**src/rtl/cpu_pkg.sv**
```systemverilog
// cpu_pkg: shared state/op encodings and iteration count for the multiply/divide unit.
package cpu_pkg;
  typedef enum logic [1:0] {IDLE, RUN, FIX} mdState_t;
  typedef enum logic {OP_MULT = 1'b0, OP_DIV = 1'b1} mdOp_t;
  localparam int MD_ITER = 32;
endpackage

```
**src/rtl/mult_div_unit_if.sv**
```systemverilog
// mult_div_unit_if: request/response bundle between the control unit and the multiply/divide unit.
interface mult_div_unit_if #(parameter int WIDTH = 32);
  logic             start;
  logic             op_div;
  logic [WIDTH-1:0] src_a;
  logic [WIDTH-1:0] src_b;
  logic             busy;
  logic             done;
  logic             div_zero;
  logic [WIDTH-1:0] hi_out;
  logic [WIDTH-1:0] lo_out;
  modport master (output start, op_div, src_a, src_b, input busy, done, div_zero, hi_out, lo_out);
  modport slave (input start, op_div, src_a, src_b, output busy, done, div_zero, hi_out, lo_out);
endinterface

```
**src/rtl/mult_div_unit.sv**
```systemverilog
// mult_div_unit: iterative signed multiply (shift-add) and divide (restoring) on operand magnitudes,
// sign-corrected in a final cycle into HI/LO.
module mult_div_unit
  import cpu_pkg::*;
#(
  parameter int WIDTH = 32,
  parameter int ITER  = MD_ITER
) (
  input logic clock,
  input logic reset,
  mult_div_unit_if.slave md
);
  localparam int CW = $clog2(ITER);
  mdState_t state, stateNext;
  mdOp_t opReg;
  logic signA, signB, zeroFlag, accept, lastIter, divGe;
  logic [WIDTH-1:0] magA, magB, quotFix, remFix;
  logic [2*WIDTH-1:0] acc, prodFix;
  logic [WIDTH:0] mulSum, divCand, divDiff;
  logic [CW-1:0] cnt;
  // A start coinciding with done is dropped so the control unit sees one clean handoff.
  assign accept   = state == IDLE && md.start && !md.done;
  assign lastIter = cnt == CW'(ITER - 1);
  assign mulSum   = {1'b0, acc[2*WIDTH-1:WIDTH]} + {1'b0, magA & {WIDTH{magB[0]}}};
  assign divCand  = {acc[2*WIDTH-1:WIDTH], magA[WIDTH-1]};
  assign divDiff  = divCand - {1'b0, magB};
  assign divGe    = divCand >= {1'b0, magB};
  assign prodFix  = (signA ^ signB) ? -acc : acc;
  assign quotFix  = (signA ^ signB) ? -acc[WIDTH-1:0] : acc[WIDTH-1:0];
  assign remFix   = signA ? -acc[2*WIDTH-1:WIDTH] : acc[2*WIDTH-1:WIDTH];
  always_ff @(posedge clock or negedge reset)
    if (!reset) state <= IDLE;
    else state <= stateNext;
  always_comb begin
    stateNext = state;
    if (accept) stateNext = (md.op_div && md.src_b == '0) ? FIX : RUN;
    else if (state == RUN) stateNext = lastIter ? FIX : RUN;
    else if (state == FIX) stateNext = IDLE;
  end
  always_ff @(posedge clock or negedge reset) begin
    if (!reset) begin
      opReg       <= OP_MULT;
      signA       <= 1'b0;
      signB       <= 1'b0;
      zeroFlag    <= 1'b0;
      magA        <= '0;
      magB        <= '0;
      acc         <= '0;
      cnt         <= '0;
      md.busy     <= 1'b0;
      md.done     <= 1'b0;
      md.div_zero <= 1'b0;
      md.hi_out   <= '0;
      md.lo_out   <= '0;
    end else begin
      md.done     <= 1'b0;
      md.div_zero <= 1'b0;
      if (accept) begin
        opReg    <= mdOp_t'(md.op_div);
        signA    <= md.src_a[WIDTH-1];
        signB    <= md.src_b[WIDTH-1];
        magA     <= md.src_a[WIDTH-1] ? -md.src_a : md.src_a;
        magB     <= md.src_b[WIDTH-1] ? -md.src_b : md.src_b;
        zeroFlag <= md.op_div && md.src_b == '0;
        acc      <= '0;
        cnt      <= '0;
        md.busy  <= 1'b1;
      end else if (state == RUN) begin
        cnt <= cnt + 1'b1;
        // Divide shifts dividend bits out of magA; multiply consumes multiplier bits from magB.
        if (opReg == OP_DIV) begin
          acc  <= {divGe ? divDiff[WIDTH-1:0] : divCand[WIDTH-1:0], acc[WIDTH-2:0], divGe};
          magA <= magA << 1;
        end else begin
          acc  <= {mulSum, acc[WIDTH-1:1]};
          magB <= magB >> 1;
        end
      end else if (state == FIX) begin
        md.busy     <= 1'b0;
        md.done     <= 1'b1;
        md.div_zero <= zeroFlag;
        if (!zeroFlag) begin
          md.hi_out <= opReg == OP_DIV ? remFix : prodFix[2*WIDTH-1:WIDTH];
          md.lo_out <= opReg == OP_DIV ? quotFix : prodFix[WIDTH-1:0];
        end
      end
    end
  end
endmodule

```
**src/flat_wrapper.sv**
```systemverilog
// flat-port wrapper written by rule: the top's interface ports become plain ports
module mult_div_unit_flat import cpu_pkg::*;
#(
  parameter int WIDTH = 32,
  parameter int ITER  = MD_ITER
)
  (clock, reset, md_start, md_op_div, md_src_a, md_src_b, md_busy, md_done, md_div_zero, md_hi_out, md_lo_out);
  mult_div_unit_if #(.WIDTH(WIDTH)) md_i ();
  input logic clock;
  input logic reset;
  input wire logic [$bits(md_i.start)-1:0] md_start;
  input wire logic [$bits(md_i.op_div)-1:0] md_op_div;
  input wire logic [$bits(md_i.src_a)-1:0] md_src_a;
  input wire logic [$bits(md_i.src_b)-1:0] md_src_b;
  output wire logic [$bits(md_i.busy)-1:0] md_busy;
  output wire logic [$bits(md_i.done)-1:0] md_done;
  output wire logic [$bits(md_i.div_zero)-1:0] md_div_zero;
  output wire logic [$bits(md_i.hi_out)-1:0] md_hi_out;
  output wire logic [$bits(md_i.lo_out)-1:0] md_lo_out;
  assign md_i.start = md_start;
  assign md_i.op_div = md_op_div;
  assign md_i.src_a = md_src_a;
  assign md_i.src_b = md_src_b;
  assign md_busy = md_i.busy;
  assign md_done = md_i.done;
  assign md_div_zero = md_i.div_zero;
  assign md_hi_out = md_i.hi_out;
  assign md_lo_out = md_i.lo_out;
  mult_div_unit #(.WIDTH(WIDTH), .ITER(ITER)) u_core (.clock(clock), .reset(reset), .md(md_i));
endmodule
```
**config.mk**
```make
export PLATFORM = sky130hd
export DESIGN_NAME = mult_div_unit_flat
export DESIGN_NICKNAME = d
export VERILOG_FILES = /design/src/rtl/cpu_pkg.sv /design/src/rtl/mult_div_unit_if.sv /design/src/rtl/mult_div_unit.sv /design/src/flat_wrapper.sv
export SDC_FILE = /design/constraint.sdc
export NUM_CORES = 1
export LEC_CHECK = 0
export CORE_UTILIZATION = 65
export DETAILED_ROUTE_END_ITERATION = 8
export DONT_BUFFER_PORTS = 1
export PLACE_DENSITY = 0.81
export SYNTH_ARGS = -nofsm -noshare
export SYNTH_HDL_FRONTEND = slang
export SYNTH_SLANG_ARGS = --single-unit
```
**constraint.sdc**
```tcl
create_clock -name clock -period 4.6 [get_ports clock]
set_input_delay 0.69 -clock clock [delete_from_list [all_inputs] [get_ports clock]]
set_output_delay 0.69 -clock clock [all_outputs]
set_load 0.1 [all_outputs]
```
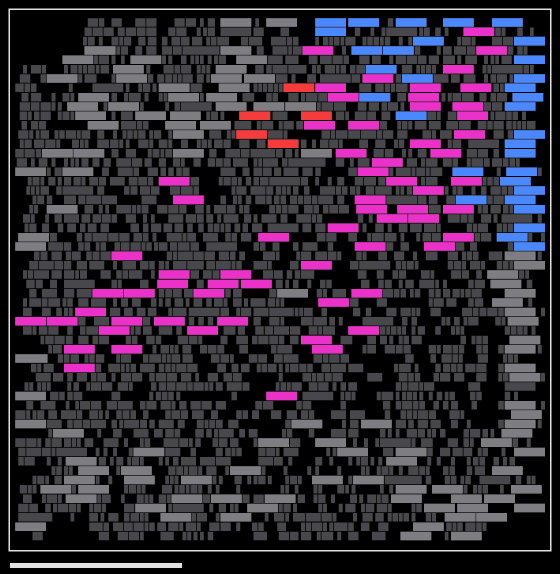
(images/ff_map.png)
Scale bar: 50 um.
- u_core.acc: magenta (flops 64)
- u_core.cnt: red (flops 5; where top middle)
- u_core.md.lo_out: blue (flops 32)
- not colored: 105

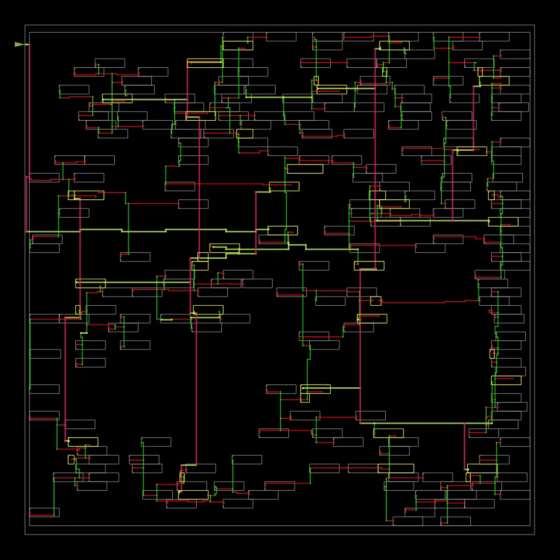
(images/clock_nets.png)
CTS buffer count: 23
sequential cell count: 206

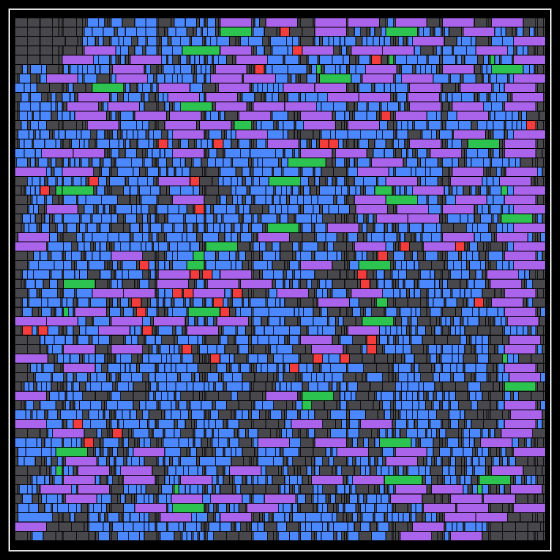
(images/class_map.png)
Fill, decap, tap and diode cells in gray.
- remaining logic cells: blue (cells 1,629)
- remaining buffers and delay cells: red (cells 43)
- clock drivers and dummy loads: green (cells 42)
- sequential cells: purple (cells 206)
Core ar.: 23,540 um^2
fin util: 70.96%
flop share of the area: 30.87%
final instance area: 16,700 um^2
Rows: 56

==> flow_metrics.tcl <==
# place-and-route summary
set metrics [dict create \
    signal_buffers 43 \
    insertedDiodeCount 0 \
    grt_pass1_vias 13400 \
    synth_cell_type_count 76 \
    required_ns 5.00 \
    ys_warn_count 0 \
    max_slew.worst_pin.slew_ns 0.9464 \
    common_cells "288 x nand2_1, 206 x dfrtp_1, 180 x nor2_1, 176 x o21ai_0, 112 x a21oi_1" \
    violations "hold timing" \
    ff2ff_path_depth 12 \
    timing.rr.start "u_core.magB[0]" \
    clkPwrFrac_pct 50.4 \
    clock.fmax_mhz 236.6 \
    top_cells_by_area "dfrtp_1 33%, nand2_1 6.9%, xnor2_1 6.2%" \
    layout_top_cells "287 x nand2_1, 205 x dfrtp_1, 178 x nor2_1" \
    top_cell_area_share_pct 32.88 \
    finalWirelength_mm 44.49 \
    critical_path_cell_count 12 \
    largest_reg_flops 64 \
    layout.nonclk_buf_share_pct 1.932 \
    syn_area_um2 15680 \
    grt_max_degree 207 \
    critical_path.n_buffers_inverters 1 \
    place_worst_setup_slack_ns 0.4465 \
    crit_path_end "u_core.acc[62]" \
    critPathMaxFanout 34 \
    pg_clk_uw 1920 \
    syn-num-nets 2109 \
    report.final.slew_viol_count 0 \
    die_w_um 157.3 \
    synth-xor-area-share_pct 9.720 \
    fp_util_pct 66.60 \
    synth_top_cell_by_area "dfrtp_1" \
    simple_gate_area_share_pct 20.06 \
    nets 2049 \
    p_leak_uw 0.007186 \
    power_switching_uw 817.0 \
    met1_usage_pct 46.90 \
    powerComb_uw 82.3 \
    ys_cells 1963 \
    power_density_nw_per_um2 228.6 \
    cap_violations 0 \
    ff_type "dfrtp_1" \
    p_int_uw 3002 \
    nFillCells 1919 \
    compound_area_share_pct 22.50 \
    globalRouteTotalUtil_pct 35.93 \
    holdWs_ns -0.1409 \
    crit_chain "nand2_1 -> inv_1 -> ha_1 -> a211oi_1 -> nor4_1 -> nor3_1 -> a31oi_1 -> o21ai_0 -> o21ai_0 -> a31oi_1 -> xor2_1 -> o311ai_0" \
    post_drt_wl_per_cell_um 19.87 \
    cts_buffer_depth 3 \
    clock_sinks 206 \
    r2r-end "u_core.acc[62]" \
    logic_gate_count 1558 \
    dr_wl_met2_mm 20.59 \
    vdd_drop_max_uv 211.0 \
    via_count 14470 \
    fa_ha_area_share_pct 6.320 \
    path_class "flip-flop to flip-flop" \
    p_seq_uw 1810 \
    outcome "complete, but fails checks" \
    portBuffers 0 \
    hold_viol_final 206 \
    num_tap_cells 319 \
    htreeDepth 1 \
    top_register "u_core.acc" \
    drc 0 \
    maxPowerGroup "clock" \
    arrival_ns 4.63 \
    warnings 35 \
    wl_met1_mm 18.14 \
    finalPower_uw 3819 \
    clock_area_share_pct 4.629 \
    yosysMostFrequentCell "nand2_1" \
    grt_pass1_wl_mm 70.25 \
    busiest_layer "met2" \
    vias_per_cell 6.461 \
    clockRootBuffer "clkbuf_16" \
    setup_viol 0 \
    dieArea_um2 24750 \
    grt_setup_unrepaired "no" \
]
